**Clock distribution**

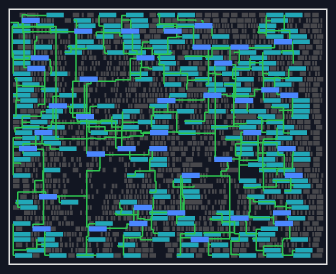
**Cells by drive strength**

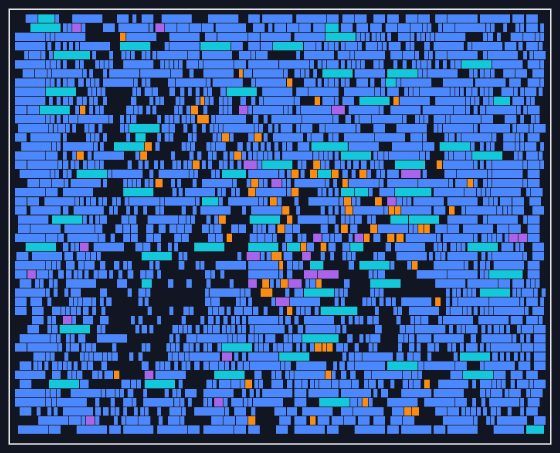
**Gate-type map**

The bar under the picture is 50 µm long.
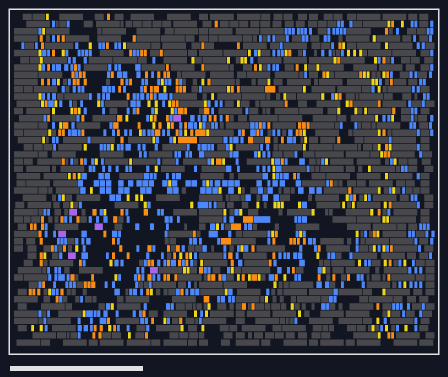
[src/rtl/fetch_unit.sv]
// Instruction fetch stage: keeps the fetch PC, issues one double-word I-mem request
// at a time and pushes each returned instruction into the instruction buffer.
package fetch_unit_pkg;
  localparam int unsigned XLEN  = 32;
  localparam int unsigned MEM_W = 64;

  typedef struct packed {
    logic            valid;
    logic [XLEN-1:0] inst;
    logic [XLEN-1:0] PC;
    logic [XLEN-1:0] NPC;
  } IF_IB_PACKET;
endpackage

module fetch_unit
  import fetch_unit_pkg::*;
#(
  parameter logic [XLEN-1:0] RESET_PC = 32'h0
) (
  input  logic             clock,
  input  logic             reset_n,
  input  logic             ib_full,
  input  logic             redirect_valid_in,
  input  logic [XLEN-1:0]  redirect_pc_in,
  output logic             proc2Imem_valid,
  output logic [XLEN-1:0]  proc2Imem_addr,
  input  logic             Imem2proc_ack,
  input  logic             Imem2proc_valid,
  input  logic [MEM_W-1:0] Imem2proc_data,
  output IF_IB_PACKET      if_ib_packet
);

  localparam logic [XLEN-1:0] INST_BYTES = XLEN'(4);

  typedef enum logic [2:0] {IDLE, REQ, WAIT, HOLD, DRAIN} state_t;

  state_t          state, state_next;
  logic [XLEN-1:0] pc, pc_next;
  logic [XLEN-1:0] hold_inst, hold_inst_next;
  logic [XLEN-1:0] hold_pc, hold_pc_next;
  logic            req_valid_next;
  logic [XLEN-1:0] req_addr_next;
  IF_IB_PACKET     pkt_next;

  // Next-state, next-PC and hold-register capture; redirect wins over every other event.
  always_comb begin
    state_next     = state;
    pc_next        = pc;
    hold_inst_next = hold_inst;
    hold_pc_next   = hold_pc;
    case (state)
      IDLE: begin
        state_next = REQ;
        if (redirect_valid_in) pc_next = redirect_pc_in;
      end
      REQ: begin
        if (redirect_valid_in) begin
          pc_next    = redirect_pc_in;
          state_next = Imem2proc_ack ? DRAIN : REQ;
        end else if (Imem2proc_ack) begin
          state_next = WAIT;
        end
      end
      WAIT: begin
        if (redirect_valid_in) begin
          pc_next    = redirect_pc_in;
          state_next = Imem2proc_valid ? REQ : DRAIN;
        end else if (Imem2proc_valid) begin
          hold_inst_next = pc[2] ? Imem2proc_data[63:32] : Imem2proc_data[31:0];
          hold_pc_next   = pc;
          state_next     = HOLD;
        end
      end
      HOLD: begin
        if (redirect_valid_in) begin
          pc_next    = redirect_pc_in;
          state_next = REQ;
        end else if (!ib_full) begin
          pc_next    = pc + INST_BYTES;
          state_next = REQ;
        end
      end
      DRAIN: begin
        if (redirect_valid_in) pc_next = redirect_pc_in;
        // The stale response retires the only outstanding request, even if a
        // redirect lands in the same cycle; otherwise nothing would ever arrive.
        if (Imem2proc_valid) state_next = REQ;
      end
      default: state_next = IDLE;
    endcase
  end

  // Output values for the coming cycle, so the ports come straight from flops.
  always_comb begin
    req_valid_next = 1'b0;
    req_addr_next  = '0;
    pkt_next       = '0;
    if (state_next == REQ) begin
      req_valid_next = 1'b1;
      req_addr_next  = {pc_next[XLEN-1:3], 3'b000};
    end
    if (state_next == HOLD) begin
      pkt_next.valid = 1'b1;
      pkt_next.inst  = hold_inst_next;
      pkt_next.PC    = hold_pc_next;
      pkt_next.NPC   = hold_pc_next + INST_BYTES;
    end
  end

  always_ff @(posedge clock or negedge reset_n) begin
    if (!reset_n) begin
      state           <= IDLE;
      pc              <= RESET_PC;
      hold_inst       <= '0;
      hold_pc         <= '0;
      proc2Imem_valid <= 1'b0;
      proc2Imem_addr  <= '0;
      if_ib_packet    <= '0;
    end else begin
      state           <= state_next;
      pc              <= pc_next;
      hold_inst       <= hold_inst_next;
      hold_pc         <= hold_pc_next;
      proc2Imem_valid <= req_valid_next;
      proc2Imem_addr  <= req_addr_next;
      if_ib_packet    <= pkt_next;
    end
  end

endmodule

[config.mk]
export PLATFORM = sky130hd
export DESIGN_NAME = fetch_unit
export DESIGN_NICKNAME = d
export VERILOG_FILES = /design/src/rtl/fetch_unit.sv
export SDC_FILE = /design/constraint.sdc
export NUM_CORES = 1
export LEC_CHECK = 0
export ABC_AREA = 1
export CAP_MARGIN = 20
export CORE_ASPECT_RATIO = 0.8
export CORE_UTILIZATION = 55
export CTS_CLUSTER_DIAMETER = 30
export DETAILED_ROUTE_END_ITERATION = 7
export GPL_TIMING_DRIVEN = 0
export PLACE_DENSITY = 0.82
export SYNTH_ARGS = -nofsm -noshare
export SYNTH_HDL_FRONTEND = slang
export SYNTH_SLANG_ARGS = --single-unit
export TNS_END_PERCENT = 10
[constraint.sdc]
create_clock -name clock -period 3.44 [get_ports clock]
set_clock_uncertainty 0.15 [all_clocks]
set_input_delay 0.344 -clock clock [delete_from_list [all_inputs] [get_ports clock]]
set_output_delay 0.344 -clock clock [all_outputs]
set_load 0.1 [all_outputs]
==> results.sh <==
# yosys + openroad results
export IMPL_r2r_start="pc[2]"
export IMPL_tns_ns=0
export IMPL_core_area_um2=19800
export IMPL_slew_headroom=0.3053
export IMPL_first_pass_iters=5
export IMPL_critPathLaunchType="flip-flop"
export IMPL_ys_sh_adder=0.002255
export IMPL_core_util_floorplan=0.5605
export IMPL_die_x_um=160.8
export IMPL_post_route_util=0.7657
export IMPL_ant_nets=0
export IMPL_avgSynthCellArea_um2=7.633
export IMPL_critical_path_required_ns=3.69
export IMPL_tool_warnings=30
export IMPL_power_density_nw_per_um2=974.6
export IMPL_syn_cell_area_um2=11100
export IMPL_mux_area_frac=0
export IMPL_synth_top_cell_area_share=0.5051
export IMPL_cts_buffer_depth=3
export IMPL_ys_sh_aoi=0.07182
export IMPL_io_pins=232
export IMPL_run_status="complete, no violations"
export IMPL_grt_pass1_vias=10720
export IMPL_path_clk_slew_ns=0.05
export IMPL_synth_logic_top_family="simple AND/OR/NAND/NOR gates"
export IMPL_topCellsByArea="dfrtp_1 51%, nand2_1 15%, nor2_1 6.5%, inv_1 6.2%, nand4_1 3.4%"
export IMPL_synth_main_ff_cell="dfrtp_1"
export IMPL_postSynthSeqShare=0.5051
export IMPL_antennaDiodeCount=0
export IMPL_ys_sh_xor=0.004735
export IMPL_yosysWarnings=0
export IMPL_nFillCells=1427
export IMPL_path_max_fanout=9
export IMPL_intPower_mw=7.760
export IMPL_wl_mm=35.89
## Picture notes: 'clock distribution'
[green] clock wires | length: 3080 µm
[blue] clock drivers | count: 41
[cyan] flip-flops | count: 224
flops lie: all over the die
routed clock nets: 42

## Picture notes: 'cells by drive strength'
| color | size | cells | share | most used |
|---|---|---|---|---|
| purple | _3 and _4 cells | 26 | 1.5% | buf_4 |
| cyan | _6 and larger | 65 | 3.7% | clkbuf_16 |
| orange | _2 cells | 70 | 4.0% | buf_2 |
| blue | _0 and _1 cells | 1598 | 91% | nand2_1 |
Final Instance Area: 15160 µm²
final worst slack: 0.5623 ns

## Picture notes: 'gate-type map'
| color | family | cells |
|---|---|---|
| orange | nor cells | 222 |
| yellow | inv cells | 189 |
| blue | nand cells | 592 |
| purple | xor and xnor cells | 6 |
most numerous logic cell after layout: nand2_1
logic share of the area: 0.2913
final cell count without fillers: 2023

-- kinds of logic (layout without fill, tap and decap cells) --
group,count (synthesis),after routing
buffers and inverters,258,561
adder cells (fa/ha/maj),2,2
XOR/XNOR,6,6
other,1,3
AND-OR/OR-AND,139,139
AND/OR/NAND/NOR,824,824
flip-flops,224,224
-- registers in the layout (all words and copies together), names as in the netlist --
signal and flops:
if_ib_packet 95, hold_inst 32, hold_pc 32, pc 32
proc2Imem_addr 29, state 3, proc2Imem_valid 1
-- Yosys cell counts, types with 2 or more instances --
master and number:
nand3_1 50, nor2_2 11, nand2_2 19, o221ai_1 2, o21ai_1 4, nor3_1 13
o211ai_1 10, and2_1 5, inv_2 4, o21ai_0 57, nor2_1 191, nand4_1 61
ha_1 2, clkbuf_1 24, a21oi_1 38, nand2_1 454, a22oi_1 10, a31oi_1 5
nor2_4 5, buf_6 5, nand3_2 2, xor2_1 6, buf_1 5, buf_2 23
o21bai_1 2, clkinv_1 2, nand3b_1 4, o31ai_1 2, inv_1 183, dfrtp_1 224
buf_4 10, o22ai_1 5, or2_2 5
-- worst max-delay path: stages, from the launching register on --
cell and delay [ns]:
dfrtp_1 0.35, buf_2 0.27, clkinv_1 0.36, o21ai_4 0.35
ha_1 0.31, inv_1 0.06, nor2_1 0.16, nand2_1 0.18
nor2_2 0.26, nand2_1 0.10, o21ai_1 0.14, a21oi_1 0.05
-- per-layer routing --
metal,wire length (µm),global-route usage,up-vias
met3,3272,0.06850,93
met2,16820,0.5752,546
met5,0,0.01364,-
li1,-,-,5097
met1,14940,0.4649,5230
met4,866,0.1154,0
-- placed cells by master, fill, tap and decap left out, drive strengths merged, types with 46 or more instances in the layout --
cell           synthesis  final
nand3                 53     53
clkdlybuf4s50          0    224
o21ai                 63     63
nor2                 208    208
buf                   44     46
dfrtp                224    224
nand2                474    474
inv                  187    192
nand4                 61     61
clkbuf                25     79
-- power groups by stage --
stage | logic (mW) | clock network [mW] | registers (mW)
2_1_floorplan | 2.33 | 0 | 6.32
3_3_place_gp | 6.43 | 0 | 3.99
3_5_place_dp | 6.53 | 0 | 4.00
4_1_cts | 6.59 | 4.16 | 3.98
5_1_grt | 7.08 | 4.28 | 4.06
6_report | 6.65 | 4.14 | 3.99
-- metrics by stage --
step	power, mW	cell area (µm²)	hold WS (ns)	cells	setup slack [ns]
after CTS	14.73	15160	0.1433	2023	0.5825
after floorplan	8.656	11110	-0.1016	1456	1.180
after detailed placement	10.52	13720	0.3434	1946	0.6450
final	14.78	15160	0.1530	2023	0.5623
after global routing	15.42	15160	0.1613	2023	0.2845
after global placement	10.43	13690	0.3426	1945	-7.413
-- area by class of cell --
cell class / count / area (µm²) / area share
buffer: 69 / 375.4 / 0.02476
clock buffer: 54 / 1147 / 0.07569
clock inverter: 22 / 281.5 / 0.01857
inverter: 189 / 709.4 / 0.04680
multi-input combinational: 974 / 4415 / 0.2913
sequential: 224 / 5605 / 0.3698
tap: 264 / 330.3 / 0.02179
timing repair buffer: 227 / 2295 / 0.1514
-- timing repair --
item | in CTS | in global routing
hold endpoints to repair | 120 | 0
hold buffers | 1 | 0
setup buffers | 0 | 0
endpoints found under the setup margin | 0 | 0
Power figures rest on the tool's default switching activity, not on a simulated workload.
